Fig. 1: cell sizes after repair
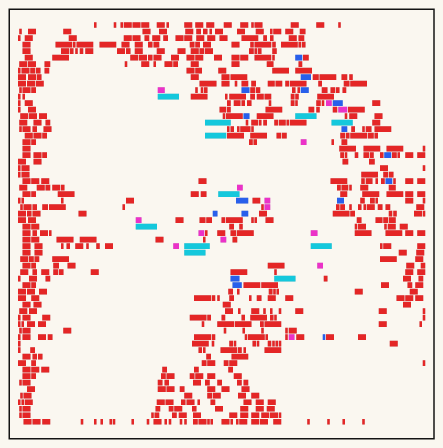
Fig. 2: wire density map
Bar = 50 um. 35 x 36 tiles, from dark purple (low) to yellow (high), scaled to the fullest tile. Values are wire area over tile area, all layers added.
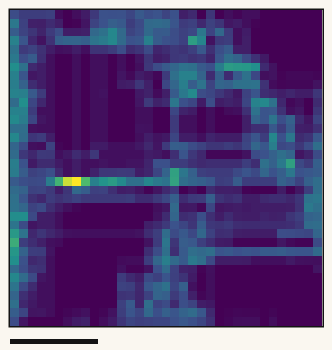
`config.mk`:
```
export PLATFORM = sky130hd
export DESIGN_NAME = event_readout_sequencer
export DESIGN_NICKNAME = d
export VERILOG_FILES = /design/src/rtl/event_readout_sequencer.sv
export SDC_FILE = /design/constraint.sdc
export NUM_CORES = 1
export LEC_CHECK = 0
export ABC_CLOCK_PERIOD_IN_PS = 4000
export CORE_AREA = 3 3 174 176
export DETAILED_ROUTE_END_ITERATION = 8
export DIE_AREA = 0 0 177 179
export PLACE_DENSITY = 0.52
export SETUP_SLACK_MARGIN = 0.2
export SYNTH_ARGS = -nofsm -noshare
export SYNTH_HDL_FRONTEND = slang
export SYNTH_SLANG_ARGS = --single-unit
```
`constraint.sdc`:
```
create_clock -name memclk -period 4 [get_ports memclk]
set_clock_uncertainty 0.05 [all_clocks]
set_input_delay 0.6 -clock memclk [delete_from_list [all_inputs] [get_ports memclk]]
set_output_delay 0.6 -clock memclk [all_outputs]
set_load 0.01 [all_outputs]
```
`src/rtl/event_readout_sequencer.sv`:
```
// Event readout sequencer: joins a header and NCHAN completion streams, issues a datamover
// command plus fragment control word per event, then waits for status. Optional: EVENT_READOUT_SEQ_TIMEOUT_EN.
module event_readout_sequencer #(
  parameter int unsigned NCHAN          = 4,
  parameter int unsigned CMPL_WIDTH     = 64,
  parameter int unsigned CMPL_ERR_BITS  = 32,
  parameter int unsigned ADDR_BITS      = 13,
  parameter int unsigned OFFSET_BITS    = 19,
  parameter logic [OFFSET_BITS-1:0] START_OFFSET = 19'h03E00,
  parameter logic [18:0] BTT            = 19'd459008,
  parameter int unsigned TIMEOUT_CYCLES = 2**20
) (
  input  logic                        memclk,
  input  logic                        aresetn,
  input  logic [23:0]                 s_hdr_tdata,
  input  logic                        s_hdr_tvalid,
  output logic                        s_hdr_tready,
  input  logic [NCHAN*CMPL_WIDTH-1:0] s_cmpl_tdata,
  input  logic [NCHAN-1:0]            s_cmpl_tvalid,
  output logic [NCHAN-1:0]            s_cmpl_tready,
  input  logic [NCHAN-1:0]            chan_mask,
  output logic [71:0]                 m_cmd_tdata,
  output logic                        m_cmd_tvalid,
  input  logic                        m_cmd_tready,
  input  logic [7:0]                  s_sts_tdata,
  input  logic                        s_sts_tvalid,
  output logic                        s_sts_tready,
  output logic [31:0]                 m_ctrl_tdata,
  output logic                        m_ctrl_tvalid,
  input  logic                        m_ctrl_tready,
  input  logic                        clear_err,
  output logic [NCHAN+2:0]            err_o,
  output logic [31:0]                 event_count,
  output logic                        busy
);

  localparam int unsigned ERR_W = NCHAN + 3;

  typedef enum logic [1:0] {IDLE = 2'd0, ISSUE = 2'd1, WAIT_STS = 2'd2} state_t;

  state_t                 state_q, state_d;
  logic [ADDR_BITS-1:0]   upper_addr_q, upper_addr_d;
  logic                   cmd_valid_q, cmd_valid_d;
  logic                   ctrl_valid_q, ctrl_valid_d;
  logic [31:0]            event_count_q, event_count_d;
  logic [NCHAN-1:0]       ch_err_q, ch_err_d;
  logic                   hdr_err_q, hdr_err_d;
  logic                   sts_err_q, sts_err_d;
  logic                   tmo_err_q, tmo_err_d;
  logic [ERR_W-1:0]       err_q, err_d;
  logic                   ready;
  logic                   unused_ok;
`ifdef EVENT_READOUT_SEQ_TIMEOUT_EN
  logic [31:0]            tmo_cnt_q, tmo_cnt_d;
`endif

  assign ready = s_hdr_tvalid && (&(s_cmpl_tvalid | chan_mask));

  always_ff @(posedge memclk) begin
    if (!aresetn) begin
      state_q       <= IDLE;
      upper_addr_q  <= '0;
      cmd_valid_q   <= 1'b0;
      ctrl_valid_q  <= 1'b0;
      event_count_q <= '0;
      ch_err_q      <= '0;
      hdr_err_q     <= 1'b0;
      sts_err_q     <= 1'b0;
      tmo_err_q     <= 1'b0;
      err_q         <= '0;
    end else begin
      state_q       <= state_d;
      upper_addr_q  <= upper_addr_d;
      cmd_valid_q   <= cmd_valid_d;
      ctrl_valid_q  <= ctrl_valid_d;
      event_count_q <= event_count_d;
      ch_err_q      <= ch_err_d;
      hdr_err_q     <= hdr_err_d;
      sts_err_q     <= sts_err_d;
      tmo_err_q     <= tmo_err_d;
      err_q         <= err_d;
    end
  end

`ifdef EVENT_READOUT_SEQ_TIMEOUT_EN
  // Status watchdog counter
  always_ff @(posedge memclk) begin
    if (!aresetn) tmo_cnt_q <= '0;
    else          tmo_cnt_q <= tmo_cnt_d;
  end
`endif

  // Next-state, stream handshakes and one-cycle error pulses
  always_comb begin
    state_d       = state_q;
    upper_addr_d  = upper_addr_q;
    cmd_valid_d   = cmd_valid_q;
    ctrl_valid_d  = ctrl_valid_q;
    event_count_d = event_count_q;
    ch_err_d      = '0;
    hdr_err_d     = 1'b0;
    sts_err_d     = 1'b0;
    tmo_err_d     = 1'b0;
    s_hdr_tready  = 1'b0;
    s_cmpl_tready = '0;
    s_sts_tready  = 1'b0;
`ifdef EVENT_READOUT_SEQ_TIMEOUT_EN
    tmo_cnt_d     = '0;
`endif
    unique case (state_q)
      IDLE: begin
`ifdef EVENT_READOUT_SEQ_TIMEOUT_EN
        s_sts_tready = aresetn;
`endif
        if (ready && aresetn) begin
          s_hdr_tready  = 1'b1;
          s_cmpl_tready = ~chan_mask;
          upper_addr_d  = s_hdr_tdata[8 +: ADDR_BITS];
          cmd_valid_d   = 1'b1;
          ctrl_valid_d  = 1'b1;
          hdr_err_d     = |s_hdr_tdata[7:0];
          for (int unsigned i = 0; i < NCHAN; i++) begin
            ch_err_d[i] = !chan_mask[i] && (|s_cmpl_tdata[i*CMPL_WIDTH +: CMPL_ERR_BITS]);
          end
          state_d = ISSUE;
        end
      end
      ISSUE: begin
        cmd_valid_d  = cmd_valid_q && !m_cmd_tready;
        ctrl_valid_d = ctrl_valid_q && !m_ctrl_tready;
        if (!cmd_valid_d && !ctrl_valid_d) state_d = WAIT_STS;
      end
      WAIT_STS: begin
        s_sts_tready = aresetn;
        if (s_sts_tvalid && aresetn) begin
          event_count_d = event_count_q + 32'd1;
          sts_err_d     = !s_sts_tdata[7] || (|s_sts_tdata[6:4]);
          state_d       = IDLE;
        end
`ifdef EVENT_READOUT_SEQ_TIMEOUT_EN
        else if (tmo_cnt_q == 32'(TIMEOUT_CYCLES - 1)) begin
          tmo_err_d = 1'b1;
          state_d   = IDLE;
        end else begin
          tmo_cnt_d = tmo_cnt_q + 32'd1;
        end
`endif
      end
      default: state_d = IDLE;
    endcase
    // Set beats clear when both land together
    err_d = clear_err ? '0 : err_q;
    err_d = err_d | {tmo_err_q, sts_err_q, hdr_err_q, ch_err_q};
  end

  assign m_cmd_tvalid  = cmd_valid_q;
  assign m_ctrl_tvalid = ctrl_valid_q;
  assign m_cmd_tdata   = cmd_valid_q
                       ? {8'h00, upper_addr_q, START_OFFSET, 13'b0_1_000000_1_0000, BTT} : '0;
  // Address MSB intentionally dropped from the fragment control word
  assign m_ctrl_tdata  = ctrl_valid_q ? {upper_addr_q[ADDR_BITS-2:0], 1'b0, BTT} : '0;
  assign err_o         = err_q;
  assign event_count   = event_count_q;
  assign busy          = (state_q != IDLE);

`ifdef EVENT_READOUT_SEQ_TIMEOUT_EN
  assign unused_ok = ^{s_cmpl_tdata, s_hdr_tdata, s_sts_tdata[3:0]};
`else
  assign unused_ok = ^{s_cmpl_tdata, s_hdr_tdata, s_sts_tdata[3:0], 32'(TIMEOUT_CYCLES)};
`endif

endmodule

```
==> run notes <==
fresh numbers from the pnr run: status=finished, final reports clean, largest buffer count on any clock path=2, IO Pins=455, cell area after synthesis=0.00365 sq mm, Yosys warning count=0, met1 WL=7.19 mm, Relative slew margins=39.0%, Syn Area/Cell=8.09 sq um, # H-tree levels=3, Synth top area share=33.4%, total power=1.76 mW, crit-path most repeated cell=clkdlybuf4s50_1, ys cells=452, main flop type=dfxtp_1, Hold Path Cell Cnt=2, Util after Layout=23.0%, grt total ovfl=0, Setup crit start kind=input pin, r2r worst-path depth=4, Final ANT Viol Nets=0, HP Start=sts_err_q, crit end category=output port, synth unique cells=53, die width=177 um, post-CTS sizing=0, std cell rows=62, Yosys top cell by area=dfxtp_1, Worst Setup EP=s_hdr_tready, RSZ-0062 raised after global routing=false, Final min period=3490 ps, number of OpenROAD warnings=161, port bufs=254, Synth Seq Share=33.4%, busiest layer in global routing=met2, dpl hpwl=14.1 mm, Die ar.=0.0317 sq mm, floorplan utilization=12.7%, Arr. time, crit path=2840 ps, CP required=3350 ps, max layer used=met5, biggest area cells=dfxtp_1 33%, buf_4 16%, nor4_1 6.7%, pre-CTS WS=434 ps, placed inst area=0.00629 sq mm, cell family with most CP delay=buffers and inverters, Root Buffer=clkbuf_16, share of layout cells above drive strength 1=5.87%, most frequent cells in the layout=253 x clkdlybuf4s50_1, 65 x conb_1, 61 x dfxtp_1, via-per-instance ratio=3.70, Power Density=266 mW/mm^2, Largest stage delay, worst path=660 ps, # clock sinks=61, Crit path depth=6, Slew @ Worst Pin=907 ps, first-pass GRT wire length=23.1 mm, Inserted Clock Buffers=9, Setup crit start=chan_mask[3], TritonCTS clock tree=built, setup TNS=0 ps, met1 usage=12.7%, clock-pin slew on the worst setup and hold paths=50 ps, Cells after Synth=452, crit path max fanout=16, Final Max Slew Viols=0, NumNets Final=997, vias in the first global route=3780, Peak VDD IR=0.181 mV, max-cap violations=0, FF-to-FF Start=event_count[9], met2 Use GR=16.0%, worst hold path endpoint=err_o[5], pin count of the biggest net entering global routing=28, DR iter-0 viols=194, first-pass iteration count of the detailed router=4, CP Buf/Inv Count=4, met3 routed WL=1.76 mm, Post-synth EDFFs=0, final tally of hold violations=0, fmax=286 MHz, Synth flops=61, setup bufs post-CTS=0, routability cong.=0.724, cts hold-fix bufs=0, Late-Pin Clk Latency=340 ps, crit share post-route=87.4%, fin cells=1082, worst r2r dst=event_count[21]
Back to the opening pictures, Fig. 1:
- magenta: x3 and x4 (cells 14; share 2.0%; most used buf_4)
- blue: x2 (cells 16; share 2.3%; most used a31o_2)
- red: x1 and smaller (cells 657; share 94%; most used clkdlybuf4s50_1)
- cyan: x6 and larger (cells 11; share 1.6%; most used clkbuf_16)
layout overhead on the synthesized area: 80.8%
worst setup margin: 506 ps
count of non-CTS buffers in the layout: 263
Design Area, Final: 0.00661 sq mm

Back to the opening pictures, Fig. 2:
- nearly empty tiles: 27%
- fullest tile: 0.65
- emptiest ninth of the die: south-east
WL per Instance: 15.6 um
Total Routing Usage GR: 10.0%
detailed-route via count: 4004

-- registers in the layout, indices dropped and copies added (netlist names) --
name	cells
ch_err_q	4
err_o	6
event_count	32
hdr_err_q	1
m_cmd_tvalid	1
m_ctrl_tvalid	1
state_q	2
sts_err_q	1
upper_addr_q	13
-- cell usage after synthesis (3+ instances only) --
cell	number
mux2i_1	5
o21a_1	4
dfxtp_1	61
or3_1	3
and2_1	26
o21ai_0	5
and4_1	4
nand2b_1	4
buf_4	80
nand2_1	41
o31ai_1	8
nand4_1	18
a21oi_1	39
nor2_1	20
and3_1	3
nor4_1	39
xor2_1	3
o41ai_1	3
a31o_2	3
clkbuf_1	9
buf_2	3
xnor2_1	4
nor3_1	3
nand3_1	14
inv_1	10
or4_1	8
-- cell type report --
class / instances / area (sq um) / area share (%)
clock buffers: 11 / 233 / 3.52
clock inverters: 5 / 85.1 / 1.29
inverters: 12 / 45.0 / 0.682
multi-input cells: 346 / 1930 / 29.3
flip-flops and latches: 61 / 1220 / 18.5
well taps: 384 / 480 / 7.27
repair buffers: 263 / 2610 / 39.5
-- logic make-up after synthesis --
family | share of synthesized area [%]
other | 0.103
buffers and inverters | 20.2
muxes | 1.37
adders and majority gates | 0.342
AOI/OAI and AO/OA | 11.4
DFF | 33.4
xor gates and xnor gates | 1.68
and+or+nand+nor | 31.5
-- tightest hold or removal path: stages, from the launching register on --
cell,delay (ps)
dfxtp_1,300
a21oi_1,40
nor2_1,70
-- report_power, final --
part	switching (mW)	total (mW)	internal (mW)
Clock	0.299	0.847	0.548
Combinational	0.102	0.280	0.178
Sequential	0.0117	0.628	0.616
Power figures rest on the tool's default switching activity, not on a simulated workload.
